## src/rtl/decode_issue_ctrl.sv

```systemverilog
// Decode-stage issue controller: a 2-entry fetch queue whose head is decoded
// into a registered RV32 bundle for execute, plus flush and back-pressure count.
module decode_issue_ctrl #(
  parameter int INST_WIDTH = 32,
  parameter int IMM_WIDTH  = 32,
  parameter int PC_WIDTH   = 32
) (
  input  logic                  clk,
  input  logic                  rst,
  input  logic                  if_valid,
  input  logic [INST_WIDTH-1:0] if_inst,
  input  logic [PC_WIDTH-1:0]   if_pc,
  output logic                  if_ready,
  input  logic                  flush,
  output logic                  id_valid,
  input  logic                  id_ready,
  output logic [INST_WIDTH-1:0] id_inst,
  output logic [PC_WIDTH-1:0]   id_pc,
  output logic [IMM_WIDTH-1:0]  id_imm,
  output logic [2:0]            id_type,
  output logic                  id_illegal,
  output logic [15:0]           stall_cnt
);

  localparam logic [2:0] TYPE_R = 3'd0;
  localparam logic [2:0] TYPE_I = 3'd1;
  localparam logic [2:0] TYPE_U = 3'd2;
  localparam logic [2:0] TYPE_J = 3'd3;
  localparam logic [2:0] TYPE_B = 3'd4;
  localparam logic [2:0] TYPE_S = 3'd5;

  // Returns {illegal, type}; unsupported opcodes fall back to type R.
  function automatic logic [3:0] decode_op(input logic [6:0] op);
    case (op)
      7'b0110011:                         return {1'b0, TYPE_R};
      7'b0010011, 7'b1100111, 7'b0000011: return {1'b0, TYPE_I};
      7'b0010111, 7'b0110111:             return {1'b0, TYPE_U};
      7'b1101111:                         return {1'b0, TYPE_J};
      7'b1100011:                         return {1'b0, TYPE_B};
      7'b0100011:                         return {1'b0, TYPE_S};
      default:                            return {1'b1, TYPE_R};
    endcase
  endfunction

  function automatic logic [IMM_WIDTH-1:0] gen_imm(input logic [INST_WIDTH-1:0] inst,
                                                   input logic [2:0] typ);
    logic s;
    s = inst[31];
    case (typ)
      TYPE_I:  return {{20{s}}, inst[31:20]};
      TYPE_U:  return {inst[31:12], 12'b0};
      TYPE_J:  return {{11{s}}, s, inst[19:12], inst[20], inst[30:21], 1'b0};
      TYPE_B:  return {{19{s}}, s, inst[7], inst[30:25], inst[11:8], 1'b0};
      TYPE_S:  return {{20{s}}, inst[31:25], inst[11:7]};
      default: return {IMM_WIDTH{1'b0}};
    endcase
  endfunction

  logic [INST_WIDTH-1:0] mem_inst_q [2];
  logic [INST_WIDTH-1:0] mem_inst_d [2];
  logic [PC_WIDTH-1:0]   mem_pc_q [2];
  logic [PC_WIDTH-1:0]   mem_pc_d [2];
  logic                  wr_ptr_q, wr_ptr_d;
  logic                  rd_ptr_q, rd_ptr_d;
  logic [1:0]            count_q, count_d;
  logic                  id_valid_q, id_valid_d;
  logic [INST_WIDTH-1:0] id_inst_q, id_inst_d;
  logic [PC_WIDTH-1:0]   id_pc_q, id_pc_d;
  logic [IMM_WIDTH-1:0]  id_imm_q, id_imm_d;
  logic [2:0]            id_type_q, id_type_d;
  logic                  id_illegal_q, id_illegal_d;
  logic [15:0]           stall_cnt_q, stall_cnt_d;

  logic                  push;
  logic                  load;
  logic [INST_WIDTH-1:0] head_inst;
  logic [3:0]            head_dec;

  // Acceptance never looks at id_ready, so fetch is decoupled from execute.
  assign if_ready  = (count_q != 2'd2) && !flush;
  assign push      = if_valid && if_ready;
  assign load      = !flush && (count_q != 2'd0) && (!id_valid_q || id_ready);
  assign head_inst = mem_inst_q[rd_ptr_q];
  assign head_dec  = decode_op(head_inst[6:0]);

  // Next-state for queue, decode bundle and back-pressure counter.
  always_comb begin
    mem_inst_d   = mem_inst_q;
    mem_pc_d     = mem_pc_q;
    wr_ptr_d     = wr_ptr_q;
    rd_ptr_d     = rd_ptr_q;
    count_d      = count_q;
    id_valid_d   = id_valid_q;
    id_inst_d    = id_inst_q;
    id_pc_d      = id_pc_q;
    id_imm_d     = id_imm_q;
    id_type_d    = id_type_q;
    id_illegal_d = id_illegal_q;
    stall_cnt_d  = stall_cnt_q;

    if (flush) begin
      wr_ptr_d   = 1'b0;
      rd_ptr_d   = 1'b0;
      count_d    = 2'd0;
      id_valid_d = 1'b0;
    end else begin
      if (push) begin
        mem_inst_d[wr_ptr_q] = if_inst;
        mem_pc_d[wr_ptr_q]   = if_pc;
        wr_ptr_d             = ~wr_ptr_q;
      end else begin
        wr_ptr_d = wr_ptr_q;
      end

      if (load) begin
        id_valid_d   = 1'b1;
        id_inst_d    = head_inst;
        id_pc_d      = mem_pc_q[rd_ptr_q];
        id_type_d    = head_dec[2:0];
        id_illegal_d = head_dec[3];
        id_imm_d     = gen_imm(head_inst, head_dec[2:0]);
        rd_ptr_d     = ~rd_ptr_q;
      end else if (id_valid_q && id_ready) begin
        id_valid_d = 1'b0;
      end else begin
        id_valid_d = id_valid_q;
      end

      case ({push, load})
        2'b10:   count_d = count_q + 2'd1;
        2'b01:   count_d = count_q - 2'd1;
        default: count_d = count_q;
      endcase
    end

    if (id_valid_q && !id_ready && (stall_cnt_q != 16'hFFFF)) begin
      stall_cnt_d = stall_cnt_q + 16'd1;
    end else begin
      stall_cnt_d = stall_cnt_q;
    end
  end

  // State registers with synchronous reset.
  always_ff @(posedge clk) begin
    if (rst) begin
      for (int i = 0; i < 2; i++) begin
        mem_inst_q[i] <= {INST_WIDTH{1'b0}};
        mem_pc_q[i]   <= {PC_WIDTH{1'b0}};
      end
      wr_ptr_q     <= 1'b0;
      rd_ptr_q     <= 1'b0;
      count_q      <= 2'd0;
      id_valid_q   <= 1'b0;
      id_inst_q    <= {INST_WIDTH{1'b0}};
      id_pc_q      <= {PC_WIDTH{1'b0}};
      id_imm_q     <= {IMM_WIDTH{1'b0}};
      id_type_q    <= 3'd0;
      id_illegal_q <= 1'b0;
      stall_cnt_q  <= 16'd0;
    end else begin
      mem_inst_q   <= mem_inst_d;
      mem_pc_q     <= mem_pc_d;
      wr_ptr_q     <= wr_ptr_d;
      rd_ptr_q     <= rd_ptr_d;
      count_q      <= count_d;
      id_valid_q   <= id_valid_d;
      id_inst_q    <= id_inst_d;
      id_pc_q      <= id_pc_d;
      id_imm_q     <= id_imm_d;
      id_type_q    <= id_type_d;
      id_illegal_q <= id_illegal_d;
      stall_cnt_q  <= stall_cnt_d;
    end
  end

  assign id_valid   = id_valid_q;
  assign id_inst    = id_inst_q;
  assign id_pc      = id_pc_q;
  assign id_imm     = id_imm_q;
  assign id_type    = id_type_q;
  assign id_illegal = id_illegal_q;
  assign stall_cnt  = stall_cnt_q;

endmodule

```

## config.mk

```make
export PLATFORM = sky130hd
export DESIGN_NAME = decode_issue_ctrl
export DESIGN_NICKNAME = d
export VERILOG_FILES = /design/src/rtl/decode_issue_ctrl.sv
export SDC_FILE = /design/constraint.sdc
export NUM_CORES = 1
export LEC_CHECK = 0
export CORE_MARGIN = 1.5
export CORE_UTILIZATION = 56
export CTS_CLUSTER_SIZE = 16
export DETAILED_ROUTE_END_ITERATION = 8
export HOLD_SLACK_MARGIN = 0.1
export PLACE_DENSITY = 0.95
export SYNTH_ARGS = -nofsm -noshare
export SYNTH_HDL_FRONTEND = slang
export SYNTH_SLANG_ARGS = --single-unit
export TNS_END_PERCENT = 1
```

## constraint.sdc

```tcl
create_clock -name clk -period 5.78 [get_ports clk]
set_input_delay 1.734 -clock clk [delete_from_list [all_inputs] [get_ports clk]]
set_output_delay 1.734 -clock clk [all_outputs]
set_load 0.01 [all_outputs]
```

==> run_1/detail.png <==
Window x 55 to 80, y 28 to 53 um. Cells in gray, sequential cells in the stronger gray; small squares are vias.
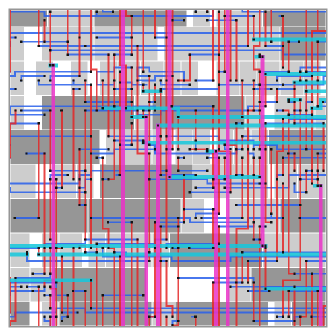
layer	color
metal 3	cyan
metal 2	red
metal 4	magenta
metal 1	blue
most frequent	nand2_1 (22), a21oi_1 (14), dfxtp_1 (12)
netlist names of flops here include	`mem_inst_q` (10), `id_imm` (2)
cells with their middle in the window	60
sequential cells in the window	12

==> run_1/congestion.png <==
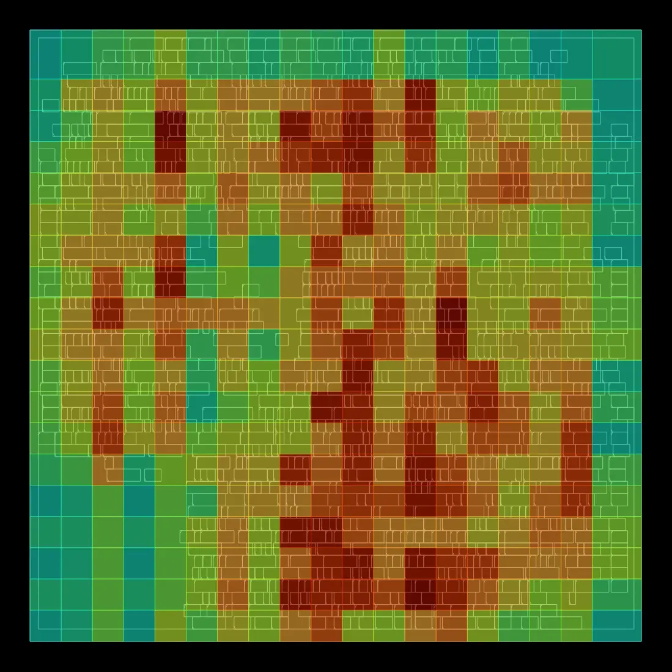
grt peak-use layer: met2
M2 GR Usage: 47.0%
met3 Track Usage GR: 4.88%
global router's overall resource usage: 27.8%
Final Util: 72.9%

==> run summary, run 1 <==
outcome: finished clean
synth cell count leaders: nand2_1, dfxtp_1, a21oi_1, nor2_1, clkbuf_1
Cell area leaders: dfxtp_1, nand2_1, a21oi_1
Simple-Gate Area Share: 19.4%
Comb area: 0.00445 mm2
Area Overhead vs Synth: 28.3%
drt total wl: 25900 um
timing endpoint of the critical path: if_ready
Pwr top: registers
first-pass GRT wire length: 41200 um
DRC viols: 0
Least-Margin Pin Slew: 1.19 ns
hold path endpoint: mem_pc_q[0]$_SDFFE_PP0P_
depth of the CTS H-tree: 1
Final Cycle Share: 84.8%
wire length per cell: 16.8 um
AND-OR/OR-AND Cells, Area Fraction: 17.2%
estimated wirelength of the detail-placed design: 16400 um
Clock Power Share: 43.6%
hold path start: mem_pc_q[0]$_SDFFE_PP0P_
Slew headroom: 20.5%
top cell type by total area after synthesis: dfxtp_1
Worst R2R Start: rd_ptr_q$_SDFFE_PP0P_
CTS Sinks: 249
pre-CTS setup slack: 0.866 ns
vias per inst: 5.77
largest net degree at the start of global routing: 113
Die ar.: 0.0182 mm2
Min Clock Period, post-route: 4.90 ns
Synth mux share: 6.68%
EDFF count, synth: 0
drt initial violations: 820
startpoint types: input port
Root Buffer: clkbuf_16
Pins Over Slew Limit: 0
Flop pwr share: 49.2%
Max VDD drop: 0.213 mV
Hold Slack: 0.453 ns
Synth top cell by count: nand2_1
Main synth FF type: dfxtp_1
RSZ-0062 raised after global routing: false
fraction of layout cells with a size suffix above 1: 5.40%
Clock Skews: 0.00958 ns
Fillers: 1233
global route overflow: 0
Mapped Cells: 1155
yosys cell count: 1155
ys async rst share: 0%
Clock transition at path regs: 0.06 ns
Worst-Skew Late Latency: 0.51 ns
reg-to-reg slack, setup: 1.89 ns
Sw Ratio: 22.4%
Top non-seq family: simple AND/OR/NAND/NOR gates
worst hold path class: reg -> reg
Setup WS post-layout: 0.876 ns
CP max FO: 5
CP Launch Point: flush
post_cts resized: 0
Pwr Density: 290 mW/mm2
I/O Pins: 187
syn_nets: 1227
Core Rows: 48
tool warnings: 33
crit end category: primary output
floorplan core density: 56.8%
Max Root-Sink Buffers: 3
setup TNS: 0 ns
layout net count: 1368
Clock group: 1.58 mW
Ys Warns: 0
DR vias: 8899
worst reg2reg path endpoint: id_imm[13]$_SDFFE_PP0P_
setup repair bufs after CTS: 0
Final Hold Viols: 0
Post-Syn Area: 0.00976 mm2
final RePlAce weighted congestion: 0.843
Yosys cell types: 58
sequential cell area fraction in the yosys report: 51.1%
fa+ha+maj area frac: 0.384%
1st-pass router iterations: 5
CP Class: in -> out
Lkg Pwr: 4.08 nW
cells on worst reg2reg path: 7
initial antenna violation count: 2
crit path DRT: 4.05 ns
number of CTS-inserted buffers: 24
post-synth top area share: 51.1%
Yosys reg bits: 249
MaxCap Viol Count: 0
number of global-route vias before repair: 8449
Gate power share: 7.2%
fmax: 204 MHz
==> run_1/flops_by_reg.png <==
Drawn at 2 px/um. Other sequential cells in the stronger gray, the rest of the logic in the fainter gray.
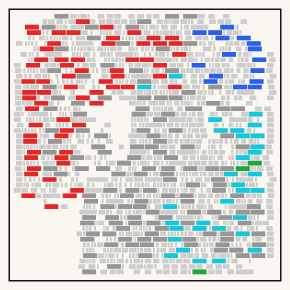
netlist name	color	flops
`stall_cnt`	blue	16
`mem_pc_q`	red	64
`id_type`	green	3
`id_inst`	cyan	32
not colored	134
sequential portion of the cell area: 39.8%
P_seq: 1.79 mW
sequential cell area: 0.00499 mm2

==> run_1/io_placement.png <==
Drawn at 3 px/um. Pins as bars across the die edge, other pins in gray.
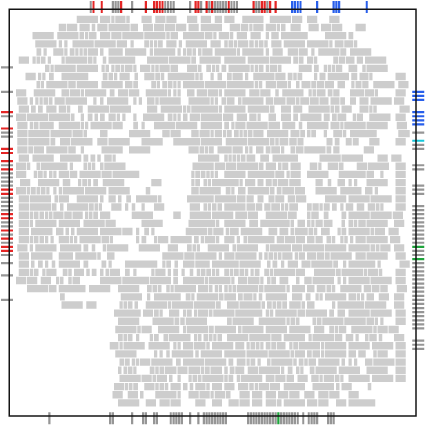
port	color	pins	direction	edge
`id_pc`	red	32	output	18 north, 14 west
`id_valid`	cyan	1	output	east
`id_type`	green	3	output	2 east, 1 south
`stall_cnt`	blue	16	output	9 north, 7 east
all pins by edge	51 south, 50 east, 50 north, 36 west
port buffer count: 186
die height: 135 um
Die W: 135 um

[run 1: cell usage in the layout, fill, tap and decap left out, types with 5 or more instances in the layout]
master and n:
a21oi_1 150, inv_1 9, buf_4 12, mux2i_1 55, dfxtp_1 248, clkdlybuf4s50_1 185
xnor2_1 11, nand4_1 7, a211oi_1 51, clkinv_2 5, xor2_1 7, or3_1 6
clkbuf_16 26, o211ai_1 12, nor3_1 11, o21ai_0 17, clkbuf_1 6, a32oi_1 8
clkbuf_8 6, mux2_2 9, nor2_1 86, nand2_1 305, nand3_1 8
[run 1: area by class of cell]
| type | count | area share (%) |
|---|---|---|
| timing repair buffer | 198 | 15.6 |
| clock inverter | 6 | 0.469 |
| inverter | 10 | 0.310 |
| tap | 225 | 2.25 |
| clock buffer | 38 | 6.03 |
| multi-input combinational | 813 | 35.5 |
| sequential | 249 | 39.8 |
| antenna | 2 | 0.0399 |
[run 1: through the flow]
stage	instances	area, um2	power [mW]
5_1_grt	1540	12500	3.75
2_1_floorplan	1155	9760	1.95
6_report	1541	12500	3.63
3_5_place_dp	1495	11700	2.08
3_3_place_gp	1495	11700	2.07
4_1_cts	1539	12500	3.64
[run 1: flip-flops by register name (all words and copies together) (netlist names), 2 cells and up]
name / cells
count_q: 2
id_imm: 32
id_inst: 32
id_pc: 32
id_type: 3
mem_inst_q: 64
mem_pc_q: 64
stall_cnt: 16
[run 1: critical path, stage by stage]
cell and delay (ns):
clkdlybuf4s50_1 0.48, a21oi_1 0.32, clkdlybuf4s50_1 0.63
[run 1: metal layers]
metal / vias to the layer above / GRT usage, % / wire length, um
met2: 408 / 47.0 / 12700
li1: 4257 / - / -
met5: - / 0 / 0
met4: 0 / 12.8 / 911
met3: 69 / 4.88 / 1980
met1: 4165 / 34.7 / 10300
==> run 1 -> run 2 <==
CORE_UTILIZATION = 52   (was 56)
PLACE_DENSITY = 0.91   (was 0.95)
clock period = 4.7 ns   (was 5.78 ns; I/O delays follow)
==> run_2/flops_by_reg.png <==
Drawn at 2 px/um. Other sequential cells in the stronger gray, the rest of the logic in the fainter gray.
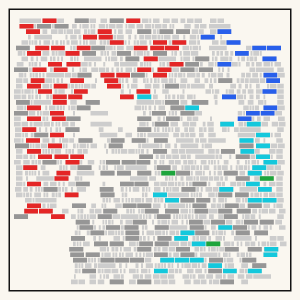
netlist name	color	flops
`mem_pc_q`	red	64
`id_type`	green	3
`id_inst`	cyan	32
`stall_cnt`	blue	16
not colored	134
P_seq: 2.20 mW
Final Util: 70.2%
sequential portion of the cell area: 39.0%

==> run_2/detail.png <==
Window x 58 to 83, y 30 to 55 um. Cells in gray, sequential cells in the stronger gray; small squares are vias.
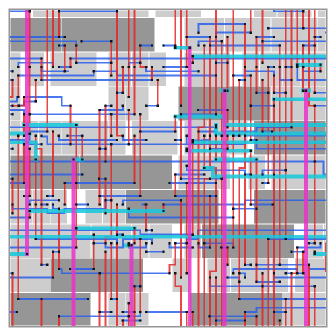

==> run 2 against run 1 <==
Worst setup slack worse by 0.41 ns; combinational power grew 24%; sequential cell count stayed put; final area increased by 2.1%; synthesized area did not move; highest routed layer is now met5; worst hold slack improved by 0.00060 ns; wire length up 2.4%; core utilization is 2.7 points lower; total power rose by 35%; die size is 7.5% higher.
==> run summary, run 2 <==
most common cell after layout, fill and taps aside: nand2_1 (unchanged)
setup repair bufs after CTS: 0 (unchanged)
Gate power share: 6.6% (was 7.2%)
Area Overhead vs Synth: 31.0% (was 28.3%)
worst reg2reg path endpoint: id_imm[14]$_SDFFE_PP0P_ (was id_imm[13]$_SDFFE_PP0P_)
CTS Sinks: 249 (unchanged)
number of global-route vias before repair: 8603 (was 8449)
hold path endpoint: mem_inst_q[24]$_SDFFE_PP0P_ (was mem_pc_q[0]$_SDFFE_PP0P_)
cells on worst reg2reg path: 9 (was 7)
Final Cycle Share: 90.1%
Clock group: 2.40 mW (was 1.58 mW)
Final Hold Viols: 0 (unchanged)
Worst-Skew Late Latency: 0.52 ns (was 0.51 ns)
Lkg Pwr: 4.20 nW (was 4.08 nW)
grt peak-use layer: met2 (unchanged)
Die W: 140 um (was 135 um)
# hold bufs at CTS: 0 (unchanged)
synth cell count leaders: nand2_1, dfxtp_1, a21oi_1, nor2_1, clkbuf_1 (unchanged)
Sw Ratio: 21.1% (was 22.4%)
syn_nets: 1227 (unchanged)
cell mode on critical path: clkdlybuf4s50_1 (unchanged)
layout net count: 1374 (was 1368)
Mapped Cells: 1155 (unchanged)
Core Rows: 49 (was 48)
worst hold path class: reg -> reg (unchanged)
Largest regs: mem_inst_q x64, mem_pc_q x64 (unchanged)
Clock Skews: 0.00990 ns (was 0.00958 ns)
Pwr Density: 385 mW/mm2 (was 290 mW/mm2)
area reported by Yosys stat: 0.00976 mm2 (unchanged)
sequential cell area fraction in the yosys report: 51.1% (unchanged)
crit path DRT: 3.29 ns (was 4.05 ns)
largest net degree at the start of global routing: 116 (was 113)
crit end category: primary output (unchanged)
number of CTS-inserted buffers: 26 (was 24)
top logic cells by instance count in the layout: nand2_1, dfxtp_1, clkdlybuf4s50_1 (unchanged)
Clock Power Share: 48.7% (was 43.6%)
tool warnings: 29 (was 33)
met1 Use GR: 33.0% (was 34.7%)
Main synth FF type: dfxtp_1 (unchanged)
startpoint types: input port (unchanged)
depth of the CTS H-tree: 1 (unchanged)
yosys cell count: 1155 (unchanged)
global route overflow: 0 (unchanged)
Root Buffer: clkbuf_16 (unchanged)
Fillers: 1332 (was 1233)
Yosys reg bits: 249 (unchanged)
fraction of layout cells with a size suffix above 1: 6.29% (was 5.40%)
reg-to-reg slack, setup: 1.03 ns (was 1.89 ns)
fmax: 236 MHz
Yosys cell types: 58 (unchanged)
outcome: finished clean (unchanged)
first-pass GRT wire length: 42700 um (was 41200 um)
1st-pass router iterations: 5 (unchanged)
drt total wl: 26600 um (was 25900 um)
wire length per cell: 17.1 um (was 16.8 um)
Max VDD drop: 0.300 mV (was 0.213 mV)
CP max FO: 5 (unchanged)
DR vias: 8927 (was 8899)
ys async rst share: 0% (unchanged)
Critical Path AT: 2.82 ns (was 3.17 ns)
Final setup viols: 0 (unchanged)
hold path start: mem_inst_q[24]$_SDFFE_PP0P_ (was mem_pc_q[0]$_SDFFE_PP0P_)
vias per inst: 5.76 (was 5.77)
M2 GR Usage: 45.0% (was 47.0%)
Pins Over Slew Limit: 0 (unchanged)
CTS tree: built (unchanged)
Cell area leaders: dfxtp_1, nand2_1, a21oi_1 (unchanged)
floorplan core density: 53.6% (was 56.8%)
post-synth top area share: 51.1% (unchanged)
I/O Pins: 187 (unchanged)
initial antenna violation count: 4 (was 2)
EDFF count, synth: 0 (unchanged)
setup TNS: 0 ns (unchanged)
CP Cell Sequence: clkdlybuf4s50_1 > a21oi_1 > clkdlybuf4s50_1 (unchanged)
top cell type by total area after synthesis: dfxtp_1 (unchanged)
global router's overall resource usage: 26.6% (was 27.8%)
Min Clock Period, post-route: 4.23 ns
Least-Margin Pin Slew: 1.29 ns (was 1.19 ns)
MaxCap Viol Count: 0 (unchanged)
Pwr top: the clock network (was registers)
Crit-path slowest cell: clkdlybuf4s50_1 (unchanged)
Ys Warns: 0 (unchanged)
port buffer count: 186 (unchanged)
met3 Track Usage GR: 5.33% (was 4.88%)
RSZ-0062 raised after global routing: false (unchanged)
Post-Syn Area: 0.00976 mm2 (unchanged)
Clock transition at path regs: 0.06 ns (about the same)
drt initial violations: 651 (was 820)
final RePlAce weighted congestion: 0.903 (was 0.843)
Worst R2R Start: rd_ptr_q$_SDFFE_PP0P_ (unchanged)
Synth top cell by count: nand2_1 (unchanged)
combinational power: 0.326 mW (was 0.262 mW)
die height: 140 um (was 135 um)
Hold Slack: 0.453 ns (about the same)
Slew headroom: 12.9% (was 20.5%)
Die ar.: 0.0196 mm2 (was 0.0182 mm2)
CP Class: in -> out (unchanged)
post_cts resized: 0 (unchanged)
Flop pwr share: 44.7% (was 49.2%)
estimated wirelength of the detail-placed design: 16700 um (was 16400 um)
Max Root-Sink Buffers: 3 (unchanged)
DRC viols: 0 (unchanged)
max incr delay on CP: 0.62 ns (was 0.63 ns)
run 2: cell counts after synthesis:
Identical to the previous run, type by type.
run 2: critical path, delay by kind of cell:
family / cells / cell delay, ns
buffers and inverters: 2 / 1.10
AND-OR/OR-AND: 1 / 0.31
run 2: through the flow:
step                worst slack (ns)  total power [mW]  instances  instance area, um2
finish                         0.465              4.92       1551               12800
global route                   0.432              5.07       1550               12800
CTS                            0.449              4.95       1549               12800
detailed placement             0.467              2.56       1503               11800
global placement               0.479              2.55       1503               11800
floorplan                       1.48              2.40       1155                9760
run 2: area by class of cell:
class	count	area, um2	share of cell area [%]
Tap cell	229	287	2.24
Multi-Input combinational cell	813	4450	34.8
Clock inverter	14	270	2.11
Inverter	10	38.8	0.303
Timing Repair Buffer	202	2000	15.6
Clock buffer	32	756	5.91
Antenna cell	2	5.00	0.0391
Sequential cell	249	4990	39.0
run 2: layer usage:
layer	vias to the layer above	part of all wire (%)
met4	4	3.7
met2	326	48
met5	-	0.11
met3	80	7.0
li1	4279	-
met1	4238	41
run 2: worst max path at each step:
stage | from | slack (ns) | end
global placement | flush | 0.48 | if_ready
detailed placement | flush | 0.47 | if_ready
global route | flush | 0.43 | if_ready
finish | flush | 0.47 | if_ready
floorplan | id_ready | 1.48 | count_q[1]$_SDFFE_PP0P_
CTS | flush | 0.45 | if_ready
run 2: cell families (layout without fill, tap and decap cells):
| group | count (synthesis) | in the layout | share of synthesized area (%) |
|---|---|---|---|
| AOI/OAI and AO/OA | 271 | 271 | 17.2 |
| xor gates and xnor gates | 18 | 18 | 1.61 |
| adders and majority gates | 3 | 3 | 0.384 |
| buffers and inverters | 93 | 258 | 3.65 |
| DFF | 249 | 249 | 51.1 |
| muxes | 64 | 64 | 6.68 |
| other | 0 | 2 | 0 |
| and+or+nand+nor | 457 | 457 | 19.4 |
Power is estimated from default activity; no workload was simulated.
